**Placed cells, one color a class**

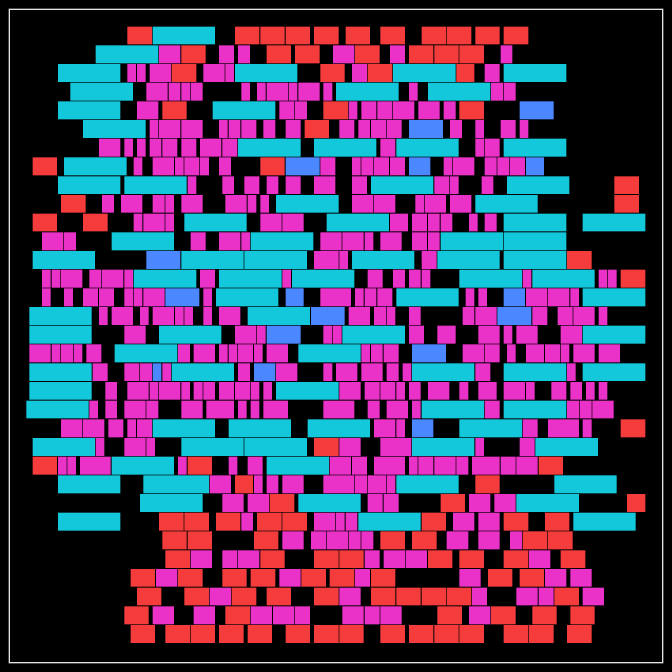
**Sequential cells grouped by signal name**

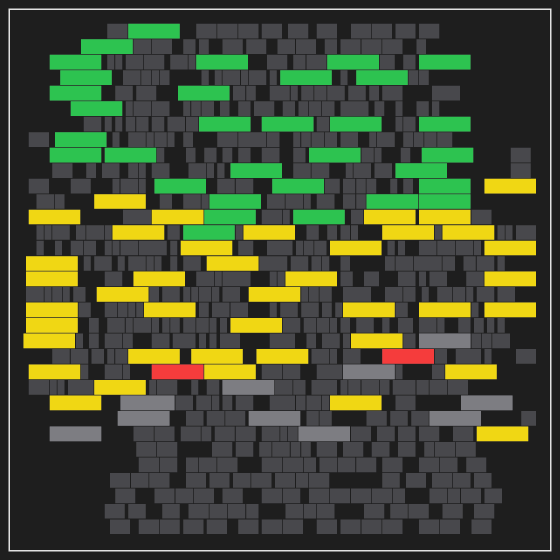
**Gate families picked out**

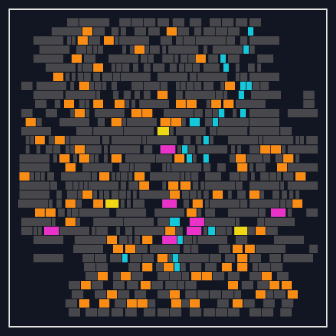
**Routed clock nets over the placement**

Scale bar: 20 um.
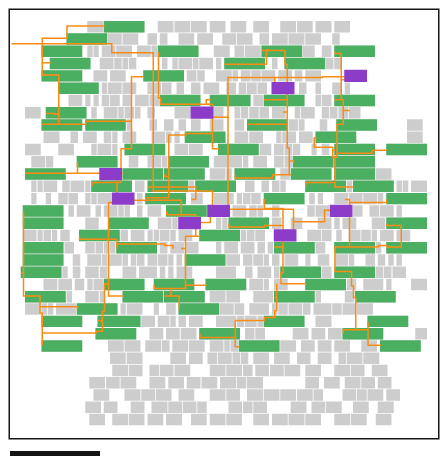
**The clock network**

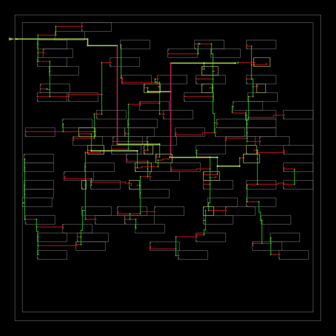
## config.mk

```make
export PLATFORM = sky130hd
export DESIGN_NAME = cpu_step_ctrl_flat
export DESIGN_NICKNAME = d
export VERILOG_FILES = /design/src/rtl/cpu_dbg_pkg.sv /design/src/rtl/cpu_step_ctrl_if.sv /design/src/rtl/btn_debounce.sv /design/src/rtl/cpu_step_ctrl.sv /design/src/flat_wrapper.sv
export SDC_FILE = /design/constraint.sdc
export NUM_CORES = 1
export LEC_CHECK = 0
export CORE_MARGIN = 2
export CORE_UTILIZATION = 53
export DETAILED_ROUTE_END_ITERATION = 16
export PLACE_DENSITY = 0.85
export REMOVE_ABC_BUFFERS = 1
export SLEW_MARGIN = 5
export SYNTH_ARGS = -nofsm -noshare
export SYNTH_HDL_FRONTEND = slang
export SYNTH_SLANG_ARGS = --single-unit
```

## constraint.sdc

```tcl
create_clock -name CCLK -period 7 [get_ports CCLK]
set_input_delay 2.1 -clock CCLK [delete_from_list [all_inputs] [get_ports CCLK]]
set_output_delay 2.1 -clock CCLK [all_outputs]
set_load 0.02 [all_outputs]
```

## src/rtl/cpu_dbg_pkg.sv

```systemverilog
`timescale 1ns/1ps
// Shared definitions for the run/step/breakpoint controller: state codes and
// debounce lengths for simulation and for the board.
package cpu_dbg_pkg;

    typedef enum logic [1:0] {
        ST_IDLE  = 2'd0,
        ST_STEP  = 2'd1,
        ST_RUN   = 2'd2,
        ST_BREAK = 2'd3
    } dbg_state_t;

    localparam int DB_CYCLES_SIM   = 4;
    localparam int DB_CYCLES_BOARD = 500000;

endpackage

```

## src/rtl/cpu_step_ctrl_if.sv

```systemverilog
`timescale 1ns/1ps
// Signal bundle between the board/core side and the step controller.
// master = board buttons, switches and core; slave = the controller.
interface cpu_step_ctrl_if #(
    parameter int AW = 32
);
    logic          btn_step;
    logic          btn_run;
    logic          bp_en;
    logic [AW-1:0] bp_addr;
    logic [AW-1:0] pc;
    logic          clr_cnt;
    logic          cpu_en;
    logic          halted;
    logic          at_bp;
    logic [31:0]   cycle_cnt;
    logic [1:0]    state_o;

    modport master (
        output btn_step, btn_run, bp_en, bp_addr, pc, clr_cnt,
        input  cpu_en, halted, at_bp, cycle_cnt, state_o
    );

    modport slave (
        input  btn_step, btn_run, bp_en, bp_addr, pc, clr_cnt,
        output cpu_en, halted, at_bp, cycle_cnt, state_o
    );
endinterface

```

## src/rtl/btn_debounce.sv

```systemverilog
`timescale 1ns/1ps
// Push-button conditioner: 2-flop synchronizer, stability counter and a
// one-cycle pulse on each accepted rising level.
module btn_debounce #(
    parameter int DB_CYCLES = 16,
    parameter int DBW       = 20
) (
    input  logic clk,
    input  logic rst_n,
    input  logic btn,
    output logic pulse
);
    logic           sync1_reg;
    logic           sync2_reg;
    logic           level_reg;
    logic [DBW-1:0] cnt_reg;
    logic           mismatch;
    logic           accept;

    assign mismatch = sync2_reg ^ level_reg;
    // The DB_CYCLES-th consecutive differing sample flips the level.
    assign accept   = mismatch && (cnt_reg == DBW'(DB_CYCLES - 1));
    assign pulse    = accept & ~level_reg;

    always_ff @(posedge clk or negedge rst_n) begin
        if (!rst_n) begin
            sync1_reg <= 1'b0;
            sync2_reg <= 1'b0;
            level_reg <= 1'b0;
            cnt_reg   <= '0;
        end else begin
            sync1_reg <= btn;
            sync2_reg <= sync1_reg;
            if (!mismatch) begin
                cnt_reg <= '0;
            end else if (accept) begin
                cnt_reg   <= '0;
                level_reg <= ~level_reg;
            end else begin
                cnt_reg <= cnt_reg + 1'b1;
            end
        end
    end
endmodule

```

## src/rtl/cpu_step_ctrl.sv

```systemverilog
`timescale 1ns/1ps
// Gates the core clock-enable from debounced step/run buttons, halts on a PC
// breakpoint and counts enabled cycles for the display.
module cpu_step_ctrl
    import cpu_dbg_pkg::*;
#(
    parameter int DB_CYCLES = 16,
    parameter int DBW       = 20,
    parameter int AW        = 32
) (
    input logic            CCLK,
    input logic            rst_n,
    cpu_step_ctrl_if.slave bus
);
    logic [1:0]    btn_raw;
    logic [1:0]    btn_pulse;
    logic          step_p;
    logic          run_p;
    logic [AW-1:0] pc_now;
    logic [AW-1:0] bp_now;
    logic          bp_hit;

    dbg_state_t    state_reg;
    dbg_state_t    state_next;
    logic          cpu_en_reg;
    logic          halted_reg;
    logic          at_bp_reg;
    logic          bp_skip_reg;
    logic [31:0]   cycle_cnt_reg;

    assign btn_raw = {bus.btn_run, bus.btn_step};

    for (genvar gi = 0; gi < 2; gi++) begin : g_btn
        btn_debounce #(
            .DB_CYCLES (DB_CYCLES),
            .DBW       (DBW)
        ) u_db (
            .clk   (CCLK),
            .rst_n (rst_n),
            .btn   (btn_raw[gi]),
            .pulse (btn_pulse[gi])
        );
    end

    assign step_p = btn_pulse[0];
    assign run_p  = btn_pulse[1];

    assign pc_now = bus.pc;
    assign bp_now = bus.bp_addr;
    // Skip lets the core leave a breakpoint without re-hitting the same PC.
    assign bp_hit = bus.bp_en & (pc_now == bp_now) & ~bp_skip_reg;

    always_comb begin
        state_next = state_reg;
        unique case (state_reg)
            ST_IDLE: begin
                if (run_p)       state_next = ST_RUN;
                else if (step_p) state_next = ST_STEP;
            end
            ST_STEP: state_next = ST_IDLE;
            ST_RUN: begin
                if (run_p)       state_next = ST_IDLE;
                else if (bp_hit) state_next = ST_BREAK;
            end
            ST_BREAK: begin
                if (run_p)       state_next = ST_RUN;
                else if (step_p) state_next = ST_STEP;
            end
            default: state_next = ST_IDLE;
        endcase
    end

    always_ff @(posedge CCLK or negedge rst_n) begin
        if (!rst_n) begin
            state_reg     <= ST_IDLE;
            cpu_en_reg    <= 1'b0;
            halted_reg    <= 1'b1;
            at_bp_reg     <= 1'b0;
            bp_skip_reg   <= 1'b0;
            cycle_cnt_reg <= '0;
        end else begin
            state_reg  <= state_next;
            cpu_en_reg <= (state_next == ST_STEP) || (state_next == ST_RUN);
            halted_reg <= (state_next == ST_IDLE) || (state_next == ST_BREAK);
            at_bp_reg  <= (state_next == ST_BREAK);

            if ((state_reg == ST_BREAK) && (state_next != ST_BREAK))
                bp_skip_reg <= 1'b1;
            else if (cpu_en_reg)
                bp_skip_reg <= 1'b0;

            if (bus.clr_cnt)
                cycle_cnt_reg <= '0;
            else if (cpu_en_reg)
                cycle_cnt_reg <= cycle_cnt_reg + 32'd1;
        end
    end

    assign bus.cpu_en    = cpu_en_reg;
    assign bus.halted    = halted_reg;
    assign bus.at_bp     = at_bp_reg;
    assign bus.cycle_cnt = cycle_cnt_reg;
    assign bus.state_o   = state_reg;
endmodule

```

## src/flat_wrapper.sv

```systemverilog
// flat-port wrapper written by rule: the top's interface ports become plain ports
module cpu_step_ctrl_flat import cpu_dbg_pkg::*;
#(
    parameter int DB_CYCLES = 16,
    parameter int DBW       = 20,
    parameter int AW        = 32
)
  (CCLK, rst_n, bus_btn_step, bus_btn_run, bus_bp_en, bus_bp_addr, bus_pc, bus_clr_cnt, bus_cpu_en, bus_halted, bus_at_bp, bus_cycle_cnt, bus_state_o);
  cpu_step_ctrl_if #(.AW(AW)) bus_i ();
  input logic CCLK;
  input logic rst_n;
  input wire logic [$bits(bus_i.btn_step)-1:0] bus_btn_step;
  input wire logic [$bits(bus_i.btn_run)-1:0] bus_btn_run;
  input wire logic [$bits(bus_i.bp_en)-1:0] bus_bp_en;
  input wire logic [$bits(bus_i.bp_addr)-1:0] bus_bp_addr;
  input wire logic [$bits(bus_i.pc)-1:0] bus_pc;
  input wire logic [$bits(bus_i.clr_cnt)-1:0] bus_clr_cnt;
  output wire logic [$bits(bus_i.cpu_en)-1:0] bus_cpu_en;
  output wire logic [$bits(bus_i.halted)-1:0] bus_halted;
  output wire logic [$bits(bus_i.at_bp)-1:0] bus_at_bp;
  output wire logic [$bits(bus_i.cycle_cnt)-1:0] bus_cycle_cnt;
  output wire logic [$bits(bus_i.state_o)-1:0] bus_state_o;
  assign bus_i.btn_step = bus_btn_step;
  assign bus_i.btn_run = bus_btn_run;
  assign bus_i.bp_en = bus_bp_en;
  assign bus_i.bp_addr = bus_bp_addr;
  assign bus_i.pc = bus_pc;
  assign bus_i.clr_cnt = bus_clr_cnt;
  assign bus_cpu_en = bus_i.cpu_en;
  assign bus_halted = bus_i.halted;
  assign bus_at_bp = bus_i.at_bp;
  assign bus_cycle_cnt = bus_i.cycle_cnt;
  assign bus_state_o = bus_i.state_o;
  cpu_step_ctrl #(.DB_CYCLES(DB_CYCLES), .DBW(DBW), .AW(AW)) u_core (.CCLK(CCLK), .rst_n(rst_n), .bus(bus_i));
endmodule
```

==> notes.md <==
In this run the vertical extent of the chip is 94.84 um. The sequential share of power was 0.538. The flow ran to the end, and the final reports show no timing, DRC or antenna violations.

On the critical path the data arrives at 4.36 ns. The adder-cell area share of the yosys netlist was 0.02003. After synthesis, the chip area reported by Yosys is 4373 um2.

The final timing report lists a hold violation count of 0. After floorplanning, the core was divided into 33 placement rows. The area share of the largest cell type after synthesis came out at 0.4750. The part of the total power dissipated in combinational logic was 0.138; the post-synthesis share of cell area spent on and-or and or-and gates was 0.03376. Of the combinational cells, the family taking the most area is simple AND/OR/NAND/NOR gates.

The run gives 0 for the count of library flops with an enable pin. The area of the mapped netlist came out at 4373 um2. The simple-gate share of the synthesized area was 0.2535; the per-instance average area after synthesis was 9.761 um2.

The final period utilization was 0.5845; the number of remaining DRC errors was 0. For the fill cell total of the finished layout, the log shows 628. The number of gates resized after CTS was 0.

The clock H-tree reported by CTS has 3 levels. In the final routed layout, each cell accounts on average for 15.43 um. Per the gpl log, the routability congestion estimate is 0.8559. The detailed placer reported the number of placed instances as 651. Number of maximum-capacitance constraint violations: 0. The most frequently used flop master after synthesis is sky130_fd_sc_hd__dfrtp_1.

The net count of the finished layout is 634. Most common cell after layout, fill and taps aside: sky130_fd_sc_hd__clkdlybuf4s50_1. Number of warnings the tools reported: 27. For the violation tally from detailed-route iteration zero, the log shows 177.

The switching component of the power was reported as 251.9 uW. The ratio of total power to cell area is 167.5 nW/um2. Broken down by cell family, the worst path's largest delay share belongs to simple AND/OR/NAND/NOR gates.

The critical path endpoint has a required time of 7.27 ns. The proportion of layout cells with a drive suffix above 1 is 0.04270.
## Picture notes: 'placed cells, one color a class'
[clock drivers and dummy loads] blue | cells: 16 | share of their area: 3.2%
[sequential cells] cyan | cells: 84 | share of their area: 38%
[remaining buffers and delay cells] red | cells: 108 | share of their area: 19%
[combinational and other logic] magenta | cells: 354 | share of their area: 40%

## Picture notes: 'sequential cells grouped by signal name'
[`u_core.bus.cycle_cnt`] green | flops: 32
[`u_core.g_btn.u_db.cnt_reg`] yellow | flops: 40
[`u_core.g_btn.u_db.level_reg`] red | flops: 2
Seq. pwr: 515 uW
storage element area: 2103 um2
Final Util: 0.7058
flop share of the area: 0.3682

## Picture notes: 'gate families picked out'
[aoi and oai cells] cyan | cells: 21
[mux cells] yellow | cells: 3
[xor and xnor cells] orange | cells: 94 | where: all over the die
[fa/ha/maj cells] magenta | cells: 7

## Picture notes: 'routed clock nets over the placement'
[clock wires] orange | length: 914 um
[clock drivers] purple | count: 9
[flip-flops] green | count: 84
routed clock nets: 10
clock latency of the later-clocked register in the worst-skew pair: 0.35 ns
worst clock skew: 0.006763 ns
part of the power in the clock network: 0.324

## Picture notes: 'the clock network'
total number of sequential cells: 84
CLK BUF: 10
clock group power: 310 uW
TritonCTS Buffers: 9

routing by layer:
metal / share of wire / track usage / wire, um / up-vias
met1: 0.43 / 0.3148 / 4430 / 1772
met5: 0 / 0 / 0 / -
li1: - / - / - / 1773
met4: 0.018 / 0.08092 / 184 / 0
met3: 0.041 / 0.05267 / 427 / 19
met2: 0.51 / 0.4078 / 5252 / 86
final cells by class:
cell class	instances	area [um2]	area share
inverter	7	26.28	0.004600
clock buffer	10	127.6	0.02234
multi-input combinational	347	2200	0.3851
clock inverter	6	50.05	0.008762
sequential	84	2103	0.3682
tap	105	131.4	0.02300
timing repair buffer	108	1074	0.1880
synth_stat cells (2+ instances only):
cell / count
sky130_fd_sc_hd__nand3_1: 30
sky130_fd_sc_hd__buf_2: 2
sky130_fd_sc_hd__nor3_1: 9
sky130_fd_sc_hd__and3_1: 15
sky130_fd_sc_hd__or2_2: 2
sky130_fd_sc_hd__nor2b_1: 4
sky130_fd_sc_hd__or4_1: 3
sky130_fd_sc_hd__and2_1: 2
sky130_fd_sc_hd__clkbuf_1: 7
sky130_fd_sc_hd__nand2b_1: 2
sky130_fd_sc_hd__ha_1: 7
sky130_fd_sc_hd__nand2_1: 26
sky130_fd_sc_hd__mux2_2: 2
sky130_fd_sc_hd__or3_1: 7
sky130_fd_sc_hd__o21ai_0: 9
sky130_fd_sc_hd__nor2_1: 69
sky130_fd_sc_hd__inv_1: 7
sky130_fd_sc_hd__xnor2_1: 57
sky130_fd_sc_hd__xor2_1: 37
sky130_fd_sc_hd__and4_1: 9
sky130_fd_sc_hd__a21oi_1: 9
sky130_fd_sc_hd__nand4_1: 21
sky130_fd_sc_hd__nor4_1: 16
sky130_fd_sc_hd__dfrtp_1: 83
power groups by stage:
stage / sequential (uW) / clock [uW] / combinational, uW
detailed placement: 525 / 0 / 133
CTS: 515 / 316 / 133
global placement: 524 / 0 / 128
floorplan: 529 / 0 / 44.0
finish: 515 / 310 / 132
global route: 518 / 335 / 144
worst reg2reg max path, stage by stage (launching register included):
cell	delay, ns
sky130_fd_sc_hd__dfrtp_1	0.45
sky130_fd_sc_hd__or4_1	0.54
sky130_fd_sc_hd__or3_1	0.41
sky130_fd_sc_hd__o31a_1	0.34
sky130_fd_sc_hd__a221oi_1	0.29
sky130_fd_sc_hd__a21oi_1	0.16
sky130_fd_sc_hd__ha_1	0.33
path summary, 6_finish.rpt:
kind	start	endpoint	slack (ns)	cells after the start
max in group asynchronous	rst_n	u_core.g_btn[1].u_db.cnt_reg[14]$_DFF_PN0_	4.41	1
worst min-delay path	u_core.g_btn[1].u_db.sync1_reg$_DFF_PN0_	u_core.g_btn[1].u_db.sync2_reg$_DFF_PN0_	0.36	0
worst min register to register	u_core.g_btn[1].u_db.sync1_reg$_DFF_PN0_	u_core.g_btn[1].u_db.sync2_reg$_DFF_PN0_	0.36	0
min in group asynchronous	rst_n	u_core.g_btn[1].u_db.cnt_reg[0]$_DFF_PN0_	1.91	1
worst max register to register	u_core.g_btn[1].u_db.cnt_reg[6]$_DFF_PN0_	u_core.bus.cpu_en$_DFF_PN0_	4.35	6
worst max-delay path	bus_clr_cnt	u_core.bus.cycle_cnt[31]$_DFFE_PN0P_	2.91	7
No activity file was given, so power comes from the tool's default toggle rates.
